### config.mk
export PLATFORM = sky130hd
export DESIGN_NAME = dmem_arbiter_ctrl
export DESIGN_NICKNAME = d
export VERILOG_FILES = /design/src/rtl/dmem_arbiter_ctrl.sv
export SDC_FILE = /design/constraint.sdc
export NUM_CORES = 1
export LEC_CHECK = 0
export CORE_AREA = 2 2 170 172
export DETAILED_ROUTE_END_ITERATION = 6
export DIE_AREA = 0 0 172 174
export HOLD_SLACK_MARGIN = 0.03
export PLACE_DENSITY = 0.57
export SYNTH_ARGS = -nofsm -noshare
export SYNTH_HDL_FRONTEND = slang
export SYNTH_SLANG_ARGS = --single-unit
### constraint.sdc
create_clock -name clk -period 1.7 [get_ports clk]
set_input_delay 0.34 -clock clk [delete_from_list [all_inputs] [get_ports clk]]
set_output_delay 0.34 -clock clk [all_outputs]
set_load 0.05 [all_outputs]
### src/rtl/dmem_arbiter_ctrl.sv
// dmem_arbiter_ctrl: shares the single-port data memory between the CPU pipeline and the NIC,
// with a NIC starvation guard. Define DMEM_ARB_STATS_EN to add stall / forced-grant counters.
module dmem_arbiter_ctrl #(
   parameter int unsigned DATA_W     = 64,
   parameter int unsigned ADDR_W     = 16,
   parameter int unsigned STARVE_LIM = 4
) (
   input  logic              clk,
   input  logic              reset_n,
   input  logic              cpu_memEn,
   input  logic              cpu_memwrEn,
   input  logic [ADDR_W-1:0] cpu_addr,
   input  logic [DATA_W-1:0] cpu_wdata,
   output logic              cpu_stall,
   output logic              cpu_rvalid,
   output logic [DATA_W-1:0] cpu_rdata,
   input  logic              nic_req,
   input  logic              nic_wr,
   input  logic [ADDR_W-1:0] nic_addr,
   input  logic [DATA_W-1:0] nic_wdata,
   output logic              nic_gnt,
   output logic              nic_rvalid,
   output logic [DATA_W-1:0] nic_rdata,
   output logic              mem_en,
   output logic              mem_wrEn,
   output logic [ADDR_W-1:0] mem_addr,
   output logic [DATA_W-1:0] mem_wdata,
   input  logic [DATA_W-1:0] mem_rdata
`ifdef DMEM_ARB_STATS_EN
  ,output logic [31:0]       cpu_stall_cnt,
   output logic [31:0]       nic_force_cnt
`endif
);

   localparam int unsigned CNT_W = 4;
   localparam logic [CNT_W-1:0] LIM_M1 = CNT_W'(STARVE_LIM - 1);

   typedef enum logic {NORMAL, NIC_PRIO} state_t;
   typedef enum logic [1:0] {TAG_NONE, TAG_CPU, TAG_NIC} tag_t;

   state_t           state;
   logic [CNT_W-1:0] wait_cnt;
   tag_t             tag;
   logic             cpu_win;
   logic             nic_win;

   // Grant: forced NIC first, then CPU, then NIC; nothing granted while in reset
   always_comb begin
      cpu_win = 1'b0;
      nic_win = 1'b0;
      if (reset_n) begin
         if (state == NIC_PRIO && nic_req) nic_win = 1'b1;
         else if (cpu_memEn)               cpu_win = 1'b1;
         else if (nic_req)                 nic_win = 1'b1;
      end
   end

   assign cpu_stall = reset_n & cpu_memEn & ~cpu_win;
   assign nic_gnt   = nic_win;
   assign cpu_rdata = mem_rdata;
   assign nic_rdata = mem_rdata;

   // Starvation tracking: count cycles the NIC waits, force one grant at the limit
   always_ff @(posedge clk or negedge reset_n) begin
      if (!reset_n) begin
         state    <= NORMAL;
         wait_cnt <= '0;
      end else begin
         case (state)
            NORMAL: begin
               if (nic_req && !nic_win) begin
                  wait_cnt <= wait_cnt + CNT_W'(1);
                  if (wait_cnt == LIM_M1) state <= NIC_PRIO;
               end else begin
                  wait_cnt <= '0;
               end
            end
            default: begin
               // granted, or request withdrawn: either way back to normal priority
               if (nic_win || !nic_req) begin
                  state    <= NORMAL;
                  wait_cnt <= '0;
               end
            end
         endcase
      end
   end

   // Memory port stage plus read-owner tag
   always_ff @(posedge clk or negedge reset_n) begin
      if (!reset_n) begin
         mem_en    <= 1'b0;
         mem_wrEn  <= 1'b0;
         mem_addr  <= '0;
         mem_wdata <= '0;
         tag       <= TAG_NONE;
      end else begin
         mem_en <= cpu_win | nic_win;
         if (cpu_win) begin
            mem_wrEn  <= cpu_memwrEn;
            mem_addr  <= cpu_addr;
            mem_wdata <= cpu_wdata;
            tag       <= cpu_memwrEn ? TAG_NONE : TAG_CPU;
         end else if (nic_win) begin
            mem_wrEn  <= nic_wr;
            mem_addr  <= nic_addr;
            mem_wdata <= nic_wdata;
            tag       <= nic_wr ? TAG_NONE : TAG_NIC;
         end else begin
            mem_wrEn  <= 1'b0;
            tag       <= TAG_NONE;
         end
      end
   end

   // Read data arrives the cycle after the port stage; steer valid to its owner
   always_ff @(posedge clk or negedge reset_n) begin
      if (!reset_n) begin
         cpu_rvalid <= 1'b0;
         nic_rvalid <= 1'b0;
      end else begin
         cpu_rvalid <= (tag == TAG_CPU);
         nic_rvalid <= (tag == TAG_NIC);
      end
   end

`ifdef DMEM_ARB_STATS_EN
   // Saturating event counters
   always_ff @(posedge clk or negedge reset_n) begin
      if (!reset_n) begin
         cpu_stall_cnt <= '0;
         nic_force_cnt <= '0;
      end else begin
         if (cpu_stall && cpu_stall_cnt != '1)
            cpu_stall_cnt <= cpu_stall_cnt + 32'd1;
         if (nic_win && state == NIC_PRIO && nic_force_cnt != '1)
            nic_force_cnt <= nic_force_cnt + 32'd1;
      end
   end
`endif

endmodule

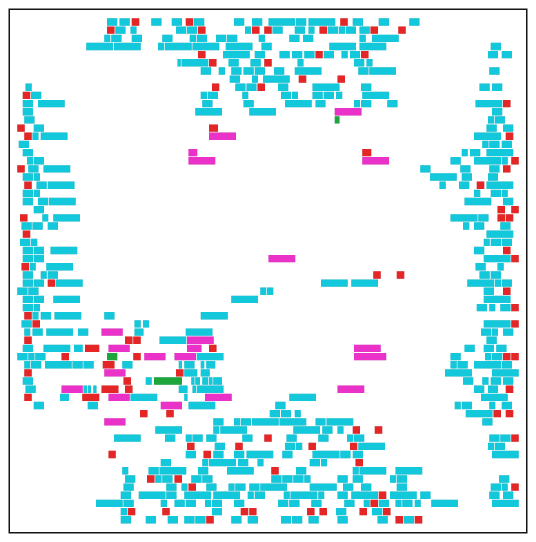
Run 1: sizing map
Drawn at 3 px/um.
colour	size	cells	share
red	drive 3 to 4	99	18%
cyan	drive 1 or less	438	78%
green	drive 2	3	0.53%
magenta	drive 6 and up	21	3.7%
Area growth syn-to-layout: 43.8%
worst setup margin: 74.5 ps
nonclk buf count: 267

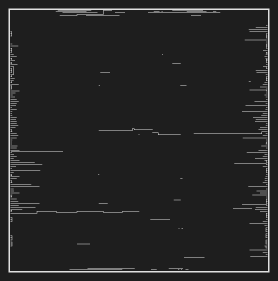
Run 1: metal 3
Drawn at 1.5 px/um.
share of all routed wire	9.6%
nets with wire on the layer	171
longest straight run	47.8 um
main direction	horizontal
via count: 3,634
M3 GR Usage: 3.64%

==> results_slide.txt, run 1 <==
Synthesis and Place & Route Summary

Timing
  – Fin. max-slew vios: 0
  – RSZ-0062 raised after global routing: no
  – Rel. slew slack: 65.5%

Outcome
  – Status: finished clean

Synth
  – Yosys-reported design area after synthesis: 4930 um^2
  – Yosys cell types: 25
  – Synth logic family: buffers and inverters
  – Syn_area_per_cell: 11.4 um^2
  – Basic Gates by Area: 12.1%
  – Top-count cell post-synth: buf_4

Setup path
  – CP Buf/Inv Count: 1
  – CP top delay family: flip-flops
  – Critical R2R Launch: state$_DFF_PN0_
  – Worst EP required: 1360 ps
  – R2R cell count: 5

Final layout
  – Commonest cells after routing, fill and taps aside: clkdlybuf4s50_1, buf_4, dfrtp_1
  – Layout clock area frac: 4.23%
  – Largest cell class by area: non-clock buffers
  – Top flop regs: mem_wdata x64, mem_addr x16, wait_cnt x4
  – Flop area: 2280 um^2
  – Reg with most FFs: mem_wdata
  – Fillers: 3,038

Clocking
  – TritonCTS Sinks: 91
  – CTS buffer count: 9
  – Hold_buf cts: 1

Power and ir drop
  – Power, Total: 7.15 mW
  – Psw: 2.53 mW

Detailed routing
  – Drt initial violations: 151
  – Via density: 3.85
  – 1st-pass router iterations: 4

Floorplanning
  – Core Box Area: 28,200 um^2
  – Die Size: 29,900 um^2
  – Die Y-Extent: 174 um

Global routing
  – GRT Max-Usage Layer: met2
  – Largest net degree at the start of global routing: 79
  – Vias in the first global route: 3,781
  – Initial antenna violation count: 0
  – GR Overflow Total: 0

Run
  – OpenROAD warning count: 27

Placement
  – Detailed placement HPWL: 10.9 mm
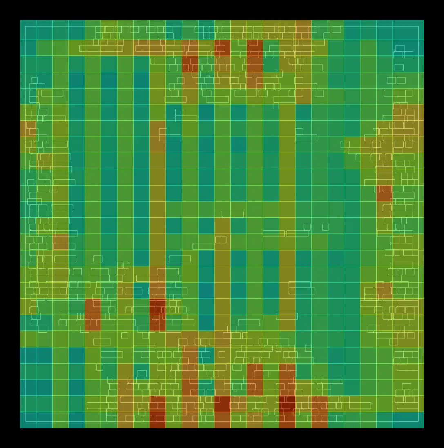
Run 1: routing congestion
grt met1 use: 11.0%
Layout Utilization: 25.1%
All-Layer GR Usage: 9.82%
grt met2 use: 15.7%
WL/cell: 16.0 um

==> run 1 -> run 2 <==
==> config.mk (replaced) <==
export PLATFORM = sky130hd
export DESIGN_NAME = dmem_arbiter_ctrl
export DESIGN_NICKNAME = d
export VERILOG_FILES = /design/src/rtl/dmem_arbiter_ctrl.sv
export SDC_FILE = /design/constraint.sdc
export NUM_CORES = 1
export LEC_CHECK = 0
export CORE_AREA = 8 8 167 169
export DETAILED_ROUTE_END_ITERATION = 6
export DIE_AREA = 0 0 175 177
export HOLD_SLACK_MARGIN = 0.03
export PLACE_DENSITY = 0.61
export SYNTH_ARGS = -nofsm -noshare
export SYNTH_HDL_FRONTEND = slang
export SYNTH_SLANG_ARGS = --single-unit
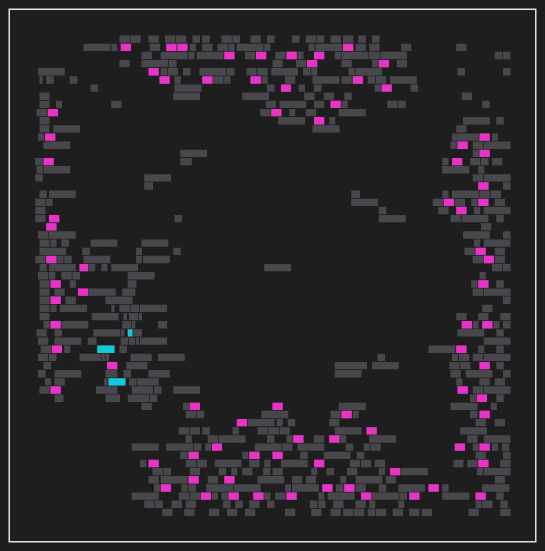
Run 2: gate families picked out
Drawn at 3 px/um.
colour	family	cells
cyan	inverting AOI/OAI gates	3
magenta	AND-OR and OR-AND gates	82
Final Non-Filler Cells: 893
multi-input logic portion of the cell area: 21.5%
Commonest Layout Cell: clkdlybuf4s50_1

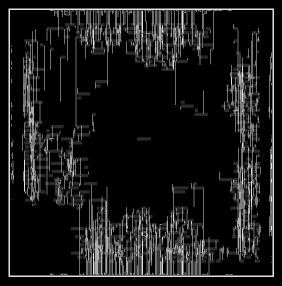
Run 2: signal wires on met2
Drawn at 1.5 px/um.
main direction	vertical
longest straight run	70.2 um
wire length on this layer	7,890 um
nets with wire on the layer	674
DRT Wirelength: 17.0 mm
grt met2 use: 16.4%
via count: 3,711

==> run 2 against run 1 <==
Effect of this change:
- combinational power about the same
- synthesized cell count did not move
- critical path type unchanged
- clock skew is 2.6 ps higher
- register-to-register slack better by 160 ps
- utilization grew 2.4 points
- clock power barely moved
- sequential share of layout area is 0.42 points higher
- critical endpoint unchanged
==> results_slide.txt, run 2 <==
Synthesis and Place & Route Summary

Clocking
  – TritonCTS Sinks: 91
  – Clock Tree Buf Depth: 2
  – CTS buffer count: 9
  – Clk latency late pin: 350 ps
  – Hold_buf cts: 1
  – # H-tree levels: 3

Global routing
  – Vias in the first global route: 4,096
  – Grt met1 use: 11.6%
  – GR Overflow Total: 0
  – Initial antenna violation count: 0
  – All-Layer GR Usage: 10.7%
  – Largest net degree at the start of global routing: 49
  – GRT Max-Usage Layer: met2

Detailed routing
  – Metal-1 WL: 6.27 mm
  – Met2 wire len: 7.89 mm
  – 1st-pass router iterations: 4
  – WL/cell: 19.0 um
  – Via density: 4.16
  – Post-route DRC: 0
  – Drt initial violations: 157

Final layout
  – Layout clock area frac: 4.42%
  – MI comb area: 1510 um^2
  – Largest cell class by area: non-clock buffers
  – Nonclk buf count: 263
  – Top flop regs: mem_wdata x64, mem_addr x16, wait_cnt x4
  – Seq cells: 91
  – Fillers: 2,634
  – Commonest cells after routing, fill and taps aside: clkdlybuf4s50_1, dfrtp_1, buf_4
  – Flop area: 2280 um^2
  – Reg with most FFs: mem_wdata
  – Layout Utilization: 27.5%
  – Area growth syn-to-layout: 41.8%
  – Max FFs per register: 64

Floorplanning
  – Die Size: 31,000 um^2
  – Die Wd: 175 um
  – Die Y-Extent: 177 um
  – Core Box Area: 25,500 um^2

Synth
  – Yosys-reported design area after synthesis: 4930 um^2
  – Yosys cell types: 25
  – # Cells Yosys: 433
  – XOR/XNOR Area Share: 0.532%
  – Syn_area_per_cell: 11.4 um^2
  – Basic Gates by Area: 12.1%
  – Synth logic family: buffers and inverters
  – Syn. warnings: 0
  – Top-count cell post-synth: buf_4
  – Synth mux share: 0.203%
  – Synthesized area: 4930 um^2

Setup path
  – Crit. Startpoint: state$_DFF_PN0_
  – CP Depth: 3
  – Worst EP required: 1360 ps
  – Crit path cell chain: nand2b_4 > and3_4 > buf_12
  – CP top delay family: flip-flops
  – Worst-path fanout max: 3
  – R2R cell count: 4
  – CP Buf/Inv Count: 1
  – Critical R2R Launch: state$_DFF_PN0_

Placement
  – Detailed placement HPWL: 12.9 mm

Timing
  – Worst setup margin: 97.9 ps
  – RSZ-0062 raised after global routing: no
  – Fin. max-slew vios: 0
  – Period utilization: 94.2%
  – Rel. slew slack: 55.9%
  – Final Skew: 13.1 ps
  – Hold_ws: 75.3 ps

Power and ir drop
  – Pint: 4.60 mW
  – Sequential power: 2.58 mW
  – Psw: 2.59 mW
  – Power, Total: 7.19 mW
  – Sw Share: 36.0%

Run
  – OpenROAD warning count: 26
  – Max Cap Violations: 0

Outcome
  – Status: finished clean
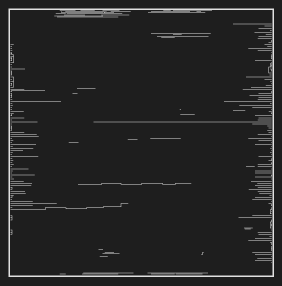
Run 2: metal 3
Drawn at 1.5 px/um.
wire length on this layer	2,130 um
longest straight run	119 um
share of all routed wire	13%
nets with wire on the layer	184
M3 GR Usage: 5.87%

Power is estimated from default activity; no workload was simulated.
